<file path="config.mk">
export PLATFORM = sky130hd
export DESIGN_NAME = ap_cam_engine_flat
export DESIGN_NICKNAME = d
export VERILOG_FILES = /design/src/rtl/ap_cam_engine_pkg.sv /design/src/rtl/ap_cam_engine_if.sv /design/src/rtl/ap_cam_engine_pass_rom.sv /design/src/rtl/ap_cam_engine.sv /design/src/flat_wrapper.sv
export SDC_FILE = /design/constraint.sdc
export NUM_CORES = 1
export LEC_CHECK = 0
export CORE_AREA = 8 8 249 203
export DETAILED_ROUTE_END_ITERATION = 7
export DIE_AREA = 0 0 257 211
export PLACE_DENSITY = 0.75
export REMOVE_ABC_BUFFERS = 1
export SETUP_SLACK_MARGIN = 0.3
export SLEW_MARGIN = 0
export SYNTH_ARGS = -nofsm -noshare
export SYNTH_HDL_FRONTEND = slang
export SYNTH_SLANG_ARGS = --single-unit
</file>
<file path="constraint.sdc">
create_clock -name clk -period 3.7 [get_ports clk]
set_input_delay 0.37 -clock clk [delete_from_list [all_inputs] [get_ports clk]]
set_output_delay 0.37 -clock clk [all_outputs]
set_load 0.005 [all_outputs]
</file>
<file path="src/rtl/ap_cam_engine_pkg.sv">
`default_nettype none
// ============================================================================
//  Module      : ap_pkg
//  Description : Shared definitions for the associative-processing engine:
//                opcodes, per-op pass counts, FSM state encoding and the
//                pass-table entry format.
//  Revision    : 1.0 - initial release
// ============================================================================
package ap_pkg;

    // Opcodes presented on the op port
    localparam logic [2:0] C_OP_ADD     = 3'd0;
    localparam logic [2:0] C_OP_SUB     = 3'd1;
    localparam logic [2:0] C_OP_AND     = 3'd2;
    localparam logic [2:0] C_OP_OR      = 3'd3;
    localparam logic [2:0] C_OP_XOR     = 3'd4;
    localparam logic [2:0] C_OP_COPY_A  = 3'd5;
    localparam logic [2:0] C_OP_SEARCH  = 3'd6;
    localparam logic [2:0] C_OP_ILLEGAL = 3'd7;

    // Sequencer states
    localparam logic [2:0] C_ST_IDLE = 3'd0;
    localparam logic [2:0] C_ST_INIT = 3'd1;
    localparam logic [2:0] C_ST_CMP  = 3'd2;
    localparam logic [2:0] C_ST_WR   = 3'd3;
    localparam logic [2:0] C_ST_SRCH = 3'd4;
    localparam logic [2:0] C_ST_DONE = 3'd5;

    // One pass: compare {C,A,B'} against key where keymask=1, then write the
    // tagged rows (R bit set and/or carry column update).
    typedef struct packed {
        logic [2:0] key;
        logic [2:0] keymask;
        logic       wr_r;
        logic       wr_c_en;
        logic       wr_c_val;
    } pass_entry_t;

    // Passes per bit column for each op; non-pass ops return 1 so the
    // last-pass compare is always well defined.
    function automatic logic [2:0] npass(input logic [2:0] op);
        case (op)
            C_OP_ADD, C_OP_SUB: npass = 3'd6;
            C_OP_OR:            npass = 3'd3;
            C_OP_XOR:           npass = 3'd2;
            default:            npass = 3'd1;
        endcase
    endfunction

    function automatic pass_entry_t mk_pass(input logic [2:0] key, input logic [2:0] keymask,
                                            input logic wr_r, input logic wr_c_en,
                                            input logic wr_c_val);
        mk_pass = '{key: key, keymask: keymask, wr_r: wr_r,
                    wr_c_en: wr_c_en, wr_c_val: wr_c_val};
    endfunction

endpackage
`default_nettype wire

</file>
<file path="src/rtl/ap_cam_engine_if.sv">
`default_nettype none
// ============================================================================
//  Module      : ap_cam_engine_if
//  Description : Controller handshake, host row port and result bus of the
//                associative-processing engine.
//                master : controller/host side (drives start/op/key/mask,
//                         wr_*, rd_sel/rd_addr)
//                slave  : engine side (drives busy/done/err, rd_data,
//                         carry_out, match_vec/any/idx)
//  Revision    : 1.0 - initial release
// ============================================================================
interface ap_cam_engine_if #(
    parameter int DATA_WIDTH     = 8,
    parameter int DATA_DEPTH     = 16,
    parameter int ADDR_WIDTH_CAM = 4
);
    logic                      start;
    logic [2:0]                op;
    logic [DATA_WIDTH-1:0]     key;
    logic [DATA_WIDTH-1:0]     mask;
    logic                      busy;
    logic                      done;
    logic                      err;
    logic                      wr_en;
    logic                      wr_sel;
    logic [ADDR_WIDTH_CAM-1:0] wr_addr;
    logic [DATA_WIDTH-1:0]     wr_data;
    logic [1:0]                rd_sel;
    logic [ADDR_WIDTH_CAM-1:0] rd_addr;
    logic [DATA_WIDTH-1:0]     rd_data;
    logic [DATA_DEPTH-1:0]     carry_out;
    logic [DATA_DEPTH-1:0]     match_vec;
    logic                      match_any;
    logic [ADDR_WIDTH_CAM-1:0] match_idx;

    modport master (
        output start, op, key, mask, wr_en, wr_sel, wr_addr, wr_data, rd_sel, rd_addr,
        input  busy, done, err, rd_data, carry_out, match_vec, match_any, match_idx
    );

    modport slave (
        input  start, op, key, mask, wr_en, wr_sel, wr_addr, wr_data, rd_sel, rd_addr,
        output busy, done, err, rd_data, carry_out, match_vec, match_any, match_idx
    );
endinterface
`default_nettype wire

</file>
<file path="src/rtl/ap_cam_engine_pass_rom.sv">
`default_nettype none
// ============================================================================
//  Module      : ap_pass_rom
//  Description : Combinational pass table: (op, pass index) -> pass entry.
//                Ports: i_op (latched opcode), i_pass (pass index),
//                       o_entry (key, keymask and write action).
//  Revision    : 1.0 - initial release
// ============================================================================
module ap_pass_rom
    import ap_pkg::*;
(
    input  wire logic [2:0] i_op,
    input  wire logic [2:0] i_pass,
    output pass_entry_t     o_entry
);

    always_comb begin
        o_entry = '0;
        case (i_op)
            // Four sum passes first so every sum bit sees the old carry,
            // then the two carry updates (majority function).
            C_OP_ADD, C_OP_SUB: begin
                case (i_pass)
                    3'd0:    o_entry = mk_pass(3'b001, 3'b111, 1'b1, 1'b0, 1'b0);
                    3'd1:    o_entry = mk_pass(3'b010, 3'b111, 1'b1, 1'b0, 1'b0);
                    3'd2:    o_entry = mk_pass(3'b100, 3'b111, 1'b1, 1'b0, 1'b0);
                    3'd3:    o_entry = mk_pass(3'b111, 3'b111, 1'b1, 1'b0, 1'b0);
                    3'd4:    o_entry = mk_pass(3'b100, 3'b111, 1'b0, 1'b1, 1'b0);
                    3'd5:    o_entry = mk_pass(3'b011, 3'b111, 1'b0, 1'b1, 1'b1);
                    default: o_entry = '0;
                endcase
            end
            C_OP_AND:    o_entry = mk_pass(3'b011, 3'b011, 1'b1, 1'b0, 1'b0);
            C_OP_OR: begin
                case (i_pass)
                    3'd0:    o_entry = mk_pass(3'b010, 3'b011, 1'b1, 1'b0, 1'b0);
                    3'd1:    o_entry = mk_pass(3'b001, 3'b011, 1'b1, 1'b0, 1'b0);
                    default: o_entry = mk_pass(3'b011, 3'b011, 1'b1, 1'b0, 1'b0);
                endcase
            end
            C_OP_XOR: begin
                if (i_pass == 3'd0) o_entry = mk_pass(3'b010, 3'b011, 1'b1, 1'b0, 1'b0);
                else                o_entry = mk_pass(3'b001, 3'b011, 1'b1, 1'b0, 1'b0);
            end
            C_OP_COPY_A: o_entry = mk_pass(3'b010, 3'b010, 1'b1, 1'b0, 1'b0);
            default:     o_entry = '0;
        endcase
    end

endmodule
`default_nettype wire

</file>
<file path="src/rtl/ap_cam_engine.sv">
`default_nettype none
// ============================================================================
//  Module      : ap_cam_engine
//  Description : Bit-serial associative-processing engine. Holds operand
//                arrays A/B, result array R, carry column C and tag column;
//                runs ADD/SUB/AND/OR/XOR/COPY_A as compare/write pass pairs
//                over all rows in parallel, plus a single-cycle masked SEARCH.
//                Ports: clk, rst (sync, active high),
//                       bus (ap_cam_engine_if.slave: start/op/key/mask,
//                       busy/done/err, host write/read row port,
//                       carry_out, match_vec/any/idx).
//  Revision    : 1.0 - initial release
// ============================================================================
module ap_cam_engine
    import ap_pkg::*;
#(
    parameter int DATA_WIDTH     = 8,
    parameter int DATA_DEPTH     = 16,
    parameter int ADDR_WIDTH_CAM = 4
) (
    input  wire logic        clk,
    input  wire logic        rst,
    ap_cam_engine_if.slave   bus
);

    localparam int C_BIT_W = (DATA_WIDTH > 1) ? $clog2(DATA_WIDTH) : 1;

    logic [2:0]                r_state;
    logic [2:0]                r_op;
    logic [DATA_WIDTH-1:0]     r_key;
    logic [DATA_WIDTH-1:0]     r_mask;
    logic [C_BIT_W-1:0]        r_bit;
    logic [2:0]                r_pass;
    logic [DATA_WIDTH-1:0]     r_a [DATA_DEPTH];
    logic [DATA_WIDTH-1:0]     r_b [DATA_DEPTH];
    logic [DATA_WIDTH-1:0]     r_r [DATA_DEPTH];
    logic [DATA_DEPTH-1:0]     r_c;
    logic [DATA_DEPTH-1:0]     r_tag;
    logic [DATA_DEPTH-1:0]     r_match;
    logic [DATA_WIDTH-1:0]     r_rd_data;

    pass_entry_t               w_entry;
    logic [DATA_DEPTH-1:0]     w_hit;
    logic [DATA_DEPTH-1:0]     w_srch;
    logic                      w_last_pass;
    logic                      w_last_bit;
    logic [ADDR_WIDTH_CAM-1:0] w_idx;

    ap_pass_rom u_pass_rom (
        .i_op    (r_op),
        .i_pass  (r_pass),
        .o_entry (w_entry)
    );

    assign w_last_pass = (r_pass == npass(r_op) - 3'd1);
    assign w_last_bit  = (r_bit == C_BIT_W'(DATA_WIDTH - 1));

    // Per-row compare of the current bit slice and the full-word search.
    for (genvar gi = 0; gi < DATA_DEPTH; gi++) begin : g_row
        logic       w_b_bit;
        logic [2:0] w_cab;
        // SUB runs the adder on ~B with carry preset to 1 (two's complement).
        assign w_b_bit    = (r_op == C_OP_SUB) ? ~r_b[gi][r_bit] : r_b[gi][r_bit];
        assign w_cab      = {r_c[gi], r_a[gi][r_bit], w_b_bit};
        assign w_hit[gi]  = ((w_cab ^ w_entry.key) & w_entry.keymask) == 3'b000;
        assign w_srch[gi] = &(~(r_a[gi] ^ r_key) | ~r_mask);
    end

    always_ff @(posedge clk) begin
        if (rst) begin
            r_state   <= C_ST_IDLE;
            r_op      <= '0;
            r_key     <= '0;
            r_mask    <= '0;
            r_bit     <= '0;
            r_pass    <= '0;
            r_c       <= '0;
            r_tag     <= '0;
            r_match   <= '0;
            r_rd_data <= '0;
            for (int r = 0; r < DATA_DEPTH; r++) begin
                r_a[r] <= '0;
                r_b[r] <= '0;
                r_r[r] <= '0;
            end
        end else begin
            case (bus.rd_sel)
                2'd0:    r_rd_data <= r_a[bus.rd_addr];
                2'd1:    r_rd_data <= r_b[bus.rd_addr];
                2'd2:    r_rd_data <= r_r[bus.rd_addr];
                default: r_rd_data <= '0;
            endcase

            // Host writes land on the acceptance edge too, so the op that
            // starts in the same cycle already sees them.
            if (r_state == C_ST_IDLE && bus.wr_en) begin
                if (bus.wr_sel) r_b[bus.wr_addr] <= bus.wr_data;
                else            r_a[bus.wr_addr] <= bus.wr_data;
            end

            case (r_state)
                C_ST_IDLE: begin
                    if (bus.start) begin
                        r_op    <= bus.op;
                        r_key   <= bus.key;
                        r_mask  <= bus.mask;
                        r_bit   <= '0;
                        r_pass  <= '0;
                        r_state <= C_ST_INIT;
                    end
                end
                C_ST_INIT: begin
                    case (r_op)
                        C_OP_SEARCH:  r_state <= C_ST_SRCH;
                        C_OP_ILLEGAL: r_state <= C_ST_DONE;
                        default: begin
                            for (int r = 0; r < DATA_DEPTH; r++) r_r[r] <= '0;
                            r_c     <= (r_op == C_OP_SUB) ? '1 : '0;
                            r_state <= C_ST_CMP;
                        end
                    endcase
                end
                C_ST_CMP: begin
                    r_tag   <= w_hit;
                    r_state <= C_ST_WR;
                end
                C_ST_WR: begin
                    for (int r = 0; r < DATA_DEPTH; r++) begin
                        if (r_tag[r]) begin
                            if (w_entry.wr_r)    r_r[r][r_bit] <= 1'b1;
                            if (w_entry.wr_c_en) r_c[r]        <= w_entry.wr_c_val;
                        end
                    end
                    if (w_last_pass) begin
                        r_pass <= '0;
                        if (w_last_bit) begin
                            r_state <= C_ST_DONE;
                        end else begin
                            r_bit   <= r_bit + C_BIT_W'(1);
                            r_state <= C_ST_CMP;
                        end
                    end else begin
                        r_pass  <= r_pass + 3'd1;
                        r_state <= C_ST_CMP;
                    end
                end
                C_ST_SRCH: begin
                    r_match <= w_srch;
                    r_state <= C_ST_DONE;
                end
                C_ST_DONE: r_state <= C_ST_IDLE;
                default:   r_state <= C_ST_IDLE;
            endcase
        end
    end

    // Lowest matching row wins: scan from the top so lower rows overwrite.
    always_comb begin
        w_idx = '0;
        for (int r = DATA_DEPTH - 1; r >= 0; r--) begin
            if (r_match[r]) w_idx = ADDR_WIDTH_CAM'(r);
        end
    end

    assign bus.busy      = (r_state != C_ST_IDLE);
    assign bus.done      = (r_state == C_ST_DONE);
    assign bus.err       = (r_state == C_ST_DONE) && (r_op == C_OP_ILLEGAL);
    assign bus.rd_data   = r_rd_data;
    assign bus.carry_out = r_c;
    assign bus.match_vec = r_match;
    assign bus.match_any = |r_match;
    assign bus.match_idx = w_idx;

endmodule
`default_nettype wire

</file>
<file path="src/flat_wrapper.sv">
// flat-port wrapper written by rule: the top's interface ports become plain ports
module ap_cam_engine_flat import ap_pkg::*;
#(
    parameter int DATA_WIDTH     = 8,
    parameter int DATA_DEPTH     = 16,
    parameter int ADDR_WIDTH_CAM = 4
)
  (clk, rst, bus_start, bus_op, bus_key, bus_mask, bus_wr_en, bus_wr_sel, bus_wr_addr, bus_wr_data, bus_rd_sel, bus_rd_addr, bus_busy, bus_done, bus_err, bus_rd_data, bus_carry_out, bus_match_vec, bus_match_any, bus_match_idx);
  ap_cam_engine_if #(.DATA_WIDTH(DATA_WIDTH), .DATA_DEPTH(DATA_DEPTH), .ADDR_WIDTH_CAM(ADDR_WIDTH_CAM)) bus_i ();
  input  wire logic clk;
  input  wire logic rst;
  input wire logic [$bits(bus_i.start)-1:0] bus_start;
  input wire logic [$bits(bus_i.op)-1:0] bus_op;
  input wire logic [$bits(bus_i.key)-1:0] bus_key;
  input wire logic [$bits(bus_i.mask)-1:0] bus_mask;
  input wire logic [$bits(bus_i.wr_en)-1:0] bus_wr_en;
  input wire logic [$bits(bus_i.wr_sel)-1:0] bus_wr_sel;
  input wire logic [$bits(bus_i.wr_addr)-1:0] bus_wr_addr;
  input wire logic [$bits(bus_i.wr_data)-1:0] bus_wr_data;
  input wire logic [$bits(bus_i.rd_sel)-1:0] bus_rd_sel;
  input wire logic [$bits(bus_i.rd_addr)-1:0] bus_rd_addr;
  output wire logic [$bits(bus_i.busy)-1:0] bus_busy;
  output wire logic [$bits(bus_i.done)-1:0] bus_done;
  output wire logic [$bits(bus_i.err)-1:0] bus_err;
  output wire logic [$bits(bus_i.rd_data)-1:0] bus_rd_data;
  output wire logic [$bits(bus_i.carry_out)-1:0] bus_carry_out;
  output wire logic [$bits(bus_i.match_vec)-1:0] bus_match_vec;
  output wire logic [$bits(bus_i.match_any)-1:0] bus_match_any;
  output wire logic [$bits(bus_i.match_idx)-1:0] bus_match_idx;
  assign bus_i.start = bus_start;
  assign bus_i.op = bus_op;
  assign bus_i.key = bus_key;
  assign bus_i.mask = bus_mask;
  assign bus_i.wr_en = bus_wr_en;
  assign bus_i.wr_sel = bus_wr_sel;
  assign bus_i.wr_addr = bus_wr_addr;
  assign bus_i.wr_data = bus_wr_data;
  assign bus_i.rd_sel = bus_rd_sel;
  assign bus_i.rd_addr = bus_rd_addr;
  assign bus_busy = bus_i.busy;
  assign bus_done = bus_i.done;
  assign bus_err = bus_i.err;
  assign bus_rd_data = bus_i.rd_data;
  assign bus_carry_out = bus_i.carry_out;
  assign bus_match_vec = bus_i.match_vec;
  assign bus_match_any = bus_i.match_any;
  assign bus_match_idx = bus_i.match_idx;
  ap_cam_engine #(.DATA_WIDTH(DATA_WIDTH), .DATA_DEPTH(DATA_DEPTH), .ADDR_WIDTH_CAM(ADDR_WIDTH_CAM)) u_core (.clk(clk), .rst(rst), .bus(bus_i));
endmodule
</file>
**Wires at chosen ports, followed through buffers**

(2 px per um)
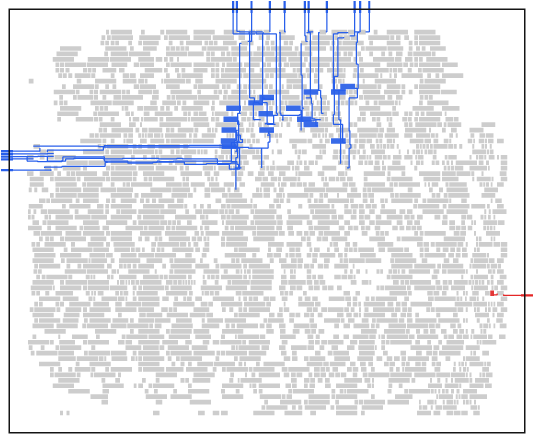
[`bus_match_any`] red | bits: 1 | direction: output | edge: right | end cells: 1 | wire: 12.1 um
[`bus_carry_out`] blue | bits: 16 | direction: output | edge: 11 top, 5 left | end cells: 16 | wire: 1580 um
io pins: 90
IO buf count: 89

==> run notes <==
fresh numbers from the pnr run: vias per inst=about 6.6, Post-Synth XOR/XNOR Area=~5.2%, fraction of area in multi-input gates=between 40% and 50%, share of layout cells above drive strength 1=15.0%, final net count=between 2000 and 2500, H-tree levels=2, Layout Cells excl Fill=2954, # diodes=2, vias in the first global route=around 19000, P_sw=about 0.0034 W, combinational power share=about 12%, CLK BUF=about 56, post-synth top area cell=edfxtp_1, crit path time final=3.24 ns, FP Rows=just over 70, Log Warnings=28, most frequent cell after synthesis=and2_1, flip-flops with a built-in enable=~360, Inverters=16, clock sinks=between 400 and 500, Sequential cell area=around 0.013 sq mm, core box area=roughly 0.046 sq mm, fmax=309 MHz, status=finished clean, DRC=0, top sig layer=met4, max_slew headroom=between 20% and 30%, crit path from=u_core.r_pass[0]$_SDFFE_PP0P_, DP HPWL=between 50 and 60 mm, DRT Wirelength=80.9 mm, fa+ha+maj area frac=less than 1%
**Clock distribution**

(1 px per um)
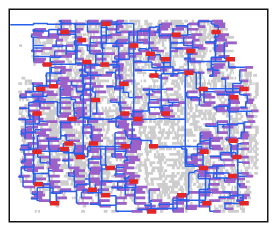
[clock wires] blue | length: 6040 um
[clock drivers] red | count: 49
[flip-flops] purple | count: 468
routed clock nets: 50
clk_skew: 0.0235 ns
clock network fraction of total power: 39.1%

Power and IR drop assume default switching activity.
